Nets reached from selected ports:
Scale: 4 px per um.
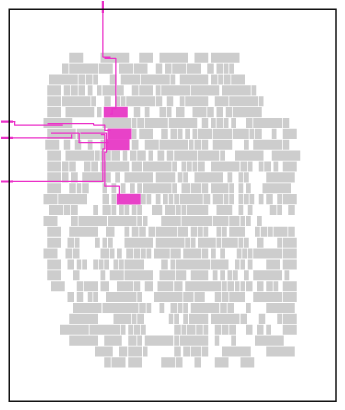
Cell outlines without signal wires:
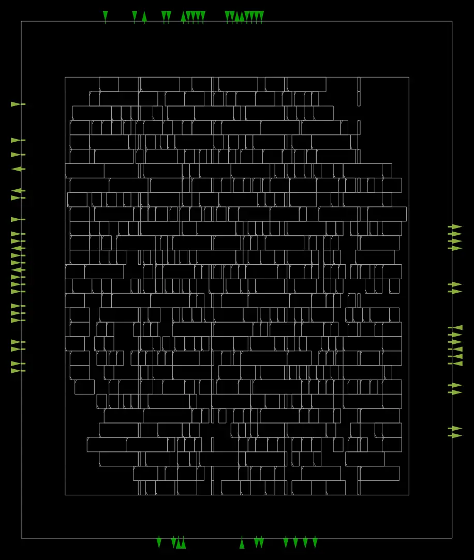
Sequential cells grouped by signal name:
Scale: 6 px per um.
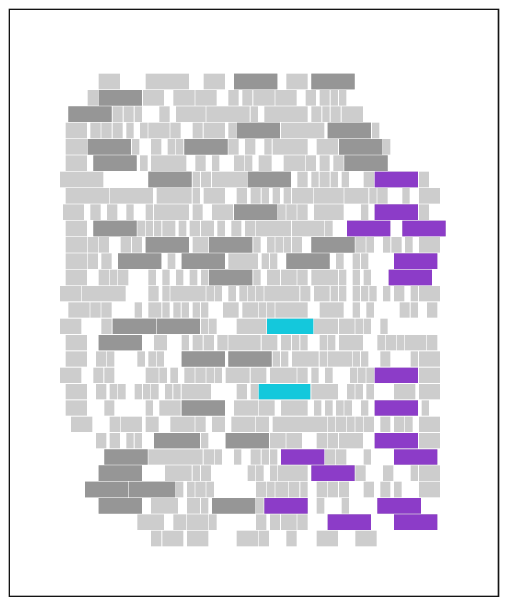
## src/rtl/bk_add_sequencer.sv

```systemverilog
// -----------------------------------------------------------------------------
// bk_add_sequencer
//
// Drives a shared 4-bit Brent-Kung adder core one nibble per clock to build a
// WIDTH-bit addition. Both operands are captured on a start request. Nibbles
// are presented LSB first, and each nibble's carry-out is chained into the
// next nibble's carry-in. The sum nibbles are collected into a held result.
//
// Optional feature macro: BK_SEQ_SUB_EN
//   When defined, an extra 'sub' input is sampled with start. If sub=1,
//   B is latched inverted and the chain starts with carry=1, so the result is
//   a_in - b_in mod 2^WIDTH. carry_out=1 then means no borrow (a_in >= b_in).
//   When undefined there is no 'sub' port and the chain always starts at 0.
//
// Parameters:
//   NIBBLES   number of 4-bit slices per operand (>= 1)
//   WIDTH     4*NIBBLES, derived; do not override
//
// Ports:
//   clk        clock, all state on rising edge
//   rst        synchronous active-high reset
//   start      one-cycle request, only honoured in IDLE
//   sub        (BK_SEQ_SUB_EN only) subtract request, sampled with start
//   a_in/b_in  operands, sampled with start
//   add_a/add_b/add_cin  nibble operands and carry-in to the adder core
//   add_sum/add_cout     combinational result from the adder core
//   busy       high in RUN and DONE
//   done       one-cycle pulse when the result is valid
//   sum        result, held until the next accepted start
//   carry_out  final carry, held with sum
//
// States:
//   state  | meaning
//   -------+--------------------------------------------------------------
//   IDLE   | waiting for start; adder core inputs held at 0
//   RUN    | one nibble per cycle through the core, idx = current nibble
//   DONE   | result valid, done pulses for this single cycle
// -----------------------------------------------------------------------------
module bk_add_sequencer #(
  parameter int NIBBLES = 4,
  parameter int WIDTH   = 4 * NIBBLES
) (
  input  logic             clk,
  input  logic             rst,
  input  logic             start,
`ifdef BK_SEQ_SUB_EN
  input  logic             sub,
`endif
  input  logic [WIDTH-1:0] a_in,
  input  logic [WIDTH-1:0] b_in,
  output logic [3:0]       add_a,
  output logic [3:0]       add_b,
  output logic             add_cin,
  input  logic [3:0]       add_sum,
  input  logic             add_cout,
  output logic             busy,
  output logic             done,
  output logic [WIDTH-1:0] sum,
  output logic             carry_out
);

  localparam int IDX_W = (NIBBLES > 1) ? $clog2(NIBBLES) : 1;
  localparam logic [IDX_W-1:0] LAST_IDX = IDX_W'(NIBBLES - 1);

  typedef enum logic [1:0] {
    S_IDLE = 2'd0,
    S_RUN  = 2'd1,
    S_DONE = 2'd2
  } state_t;

  state_t           state;
  state_t           state_nxt;

  logic [WIDTH-1:0] a_reg;
  logic [WIDTH-1:0] b_reg;
  logic             carry;
  logic [IDX_W-1:0] idx;
  logic [IDX_W+1:0] nib_lsb;
  logic             is_last;
  logic             load;
  logic             step;
  logic             sub_op;

`ifdef BK_SEQ_SUB_EN
  assign sub_op = sub;
`else
  assign sub_op = 1'b0;
`endif

  // Bit offset of the current nibble inside the operand/result words.
  assign nib_lsb = {idx, 2'b00};
  assign is_last = (idx == LAST_IDX);

  // ---------------------------------------------------------------------------
  // State register
  // ---------------------------------------------------------------------------
  always_ff @(posedge clk) begin
    if (rst) begin
      state <= S_IDLE;
    end else begin
      state <= state_nxt;
    end
  end

  // ---------------------------------------------------------------------------
  // Next state and outputs. Adder core inputs are forced to zero outside RUN
  // so the shared core sees quiet inputs while this sequencer is idle.
  // ---------------------------------------------------------------------------
  always_comb begin
    state_nxt = state;
    busy      = 1'b0;
    done      = 1'b0;
    add_a     = 4'h0;
    add_b     = 4'h0;
    add_cin   = 1'b0;
    load      = 1'b0;
    step      = 1'b0;

    case (state)
      S_IDLE: begin
        if (start) begin
          load      = 1'b1;
          state_nxt = S_RUN;
        end
      end

      S_RUN: begin
        busy    = 1'b1;
        step    = 1'b1;
        add_a   = a_reg[nib_lsb +: 4];
        add_b   = b_reg[nib_lsb +: 4];
        add_cin = carry;
        if (is_last) begin
          state_nxt = S_DONE;
        end
      end

      S_DONE: begin
        busy      = 1'b1;
        done      = 1'b1;
        state_nxt = S_IDLE;
      end

      default: begin
        state_nxt = S_IDLE;
      end
    endcase
  end

  // ---------------------------------------------------------------------------
  // Datapath: operand capture, carry chain, result collection.
  // Subtraction is a + ~b + 1, so B is stored inverted and the chain is seeded
  // with carry=1; the per-nibble loop is then identical for add and subtract.
  // ---------------------------------------------------------------------------
  always_ff @(posedge clk) begin
    if (rst) begin
      a_reg     <= '0;
      b_reg     <= '0;
      carry     <= 1'b0;
      idx       <= '0;
      sum       <= '0;
      carry_out <= 1'b0;
    end else if (load) begin
      a_reg     <= a_in;
      b_reg     <= sub_op ? ~b_in : b_in;
      carry     <= sub_op;
      idx       <= '0;
      sum       <= '0;
      carry_out <= 1'b0;
    end else if (step) begin
      sum[nib_lsb +: 4] <= add_sum;
      carry             <= add_cout;
      if (is_last) begin
        // Wrap so idx never points past the operand for non power-of-two sizes.
        idx       <= '0;
        carry_out <= add_cout;
      end else begin
        idx <= idx + IDX_W'(1);
      end
    end
  end

endmodule

```

## config.mk

```make
export PLATFORM = sky130hd
export DESIGN_NAME = bk_add_sequencer
export DESIGN_NICKNAME = d
export VERILOG_FILES = /design/src/rtl/bk_add_sequencer.sv
export SDC_FILE = /design/constraint.sdc
export NUM_CORES = 1
export LEC_CHECK = 0
export ABC_AREA = 1
export CORE_ASPECT_RATIO = 1.25
export CORE_MARGIN = 8
export CORE_UTILIZATION = 48
export CTS_CLUSTER_DIAMETER = 50
export DETAILED_ROUTE_END_ITERATION = 10
export GPL_TIMING_DRIVEN = 0
export PLACE_DENSITY = 0.79
export SYNTH_ARGS = -nofsm -noshare
export SYNTH_HDL_FRONTEND = slang
export SYNTH_SLANG_ARGS = --single-unit
```

## constraint.sdc

```tcl
create_clock -name clk -period 1.9 [get_ports clk]
set_input_delay 0.38 -clock clk [delete_from_list [all_inputs] [get_ports clk]]
set_output_delay 0.38 -clock clk [all_outputs]
set_load 0.1 [all_outputs]
```

==> results_dict.tcl <==
# metrics dict for downstream scripts
set metrics [dict create \
    cp_num_cells 6 \
    min_from "a_reg[13]$_SDFFE_PP0P_" \
    xor_share 0 \
    crit_start "idx[0]$_SDFFE_PP0P_" \
    ys_types 17 \
    routed_wirelength_um 7222 \
    design.seq.count 54 \
    netlist.area_leader.share 0.4227 \
    hold_end "a_reg[13]$_SDFFE_PP0P_" \
    swShare 0.3415 \
    arrival_ns 1.53 \
    worst_setup_path_end_kind "output pin" \
    wl_met2_um 3823 \
    cts_resized 128 \
    ir_drop_uv 599.8 \
    skew_ns 0.005787 \
    grt_max_degree 16 \
    cp_max_fo 10 \
    rsz0062_at_grt "yes" \
    num_rows 29 \
    net-switching-power_uw 970.9 \
    stdcell_area_sq_mm 0.003706 \
    ff2ff_path_depth 7 \
    holdWs_ns 0.4575 \
    syn_area_sq_mm 0.002557 \
    buffers 96 \
    worstSetupPathType "flip-flop to output pin" \
    wl_per_cell_um 14.19 \
    comb_share 0.3477 \
    r2r_slack_ns 0.26 \
    maxUsedRoutingLayer "met4" \
    topCellsByArea "dfxtp_1, nand2_1, a21oi_1" \
    drc 0 \
    lay_top_count "nand2_1" \
    nets 495 \
    cts_buffers 5 \
    postRouteAntennaNets 0 \
    synth_top_cell_by_count "nand2_1" \
    comb_cell_power_uw 918 \
    viasPerCell 5.029 \
    common_cells "nand2_1, a21oi_1, dfxtp_1" \
    insertion_delay_ns 0.32 \
    antenna_found_initial 0 \
    p_int_mw 1.872 \
    cp_top_family "flip-flops" \
    clockRootBuffer "clkbuf_8" \
    met3_usage 0.04167 \
    maxCapViolations 0 \
    reg2reg_to "sum[14]$_SDFFE_PP0P_" \
    fin_setup_tns_ns -0.01253 \
    placed_area_sq_mm 0.003336 \
    aoi_share 0.1683 \
    yosysTopAreaCell "dfxtp_1" \
    synth.logic.top_family "simple AND/OR/NAND/NOR gates" \
    drive_above_1_share 0.1991 \
    postCtsSetupRepairBufs 7 \
    numClockSinks 54 \
    edf_count 0 \
    die_area_sq_mm 0.007934 \
    tightest_slew_ns 0.9591 \
    gr-usage-met1 0.1961 \
    die_h_um 97.61 \
    slew_viol_final 0 \
    p_comb_frac 0.323 \
    cp-start-kind "flip-flop" \
    top_usage_layer "met2" \
    grt_pass1_vias 2615 \
    path_buffers 3 \
    violations "negative setup slack" \
    synth_flops 54 \
    clkPwrFrac 0.237 \
    grt_first_pass_wirelength_um 11580 \
    final-nonclk-buf-share 0.2630 \
    grtUsageTotal 0.1828 \
    setup_viol 2 \
    cpPeakStageDelay_ns 0.40 \
    p_leak_nw 1.553 \
    cp.required_ns 1.52 \
    finalCritPeriodShare 1.005 \
    antenna_cells 0 \
    die_x_um 81.29 \
    adder_share 0.04403 \
    syn2layout_area_growth_pct 44.91 \
    postCtsHoldBufs 0 \
    clk_share 0.02465 \
    htree_levels 2 \
    hold_class "flip-flop to flip-flop" \
    final_hold_viol_count 0 \
    seq_share 0.2937 \
    clockBufferDepth 2 \
    cts_tree "yes" \
    gp_congestion 0.8771 \
    dr.pass1.iters 4 \
    outcome "finished, violations left" \
    setup_slack_ns -0.009618 \
    tool_warnings 36 \
    preCtsSetupSlack_ns -0.7909 \
    route.met3.wl_um 432 \
    hpwl_um 5023 \
    route.vias.total 2560 \
    dominant-cell-class "combinational gates" \
    fmax_ghz 0.5237 \
    yosysSeqAreaShare 0.4227 \
    yosys-stat-area_sq_mm 0.002557 \
    yosys_warnings 0 \
]
About 'nets reached from selected ports':
magenta -> add_b  # direction output, end cells 4, buffers 4, wire 158 um
Ports: 68
tally of buffers added on design ports: 67

About 'cell outlines without signal wires':
Layout fillers: 421
placeable core area: 0.005116 sq mm
Tap Count: 62
final core utilization: 0.7244

About 'sequential cells grouped by signal name':
cyan -> idx  # placed flops 2
purple -> sum  # placed flops 16
sequential cell area: 0.001089 sq mm
sequential power: 1.25 mW

Power and IR drop assume default switching activity.
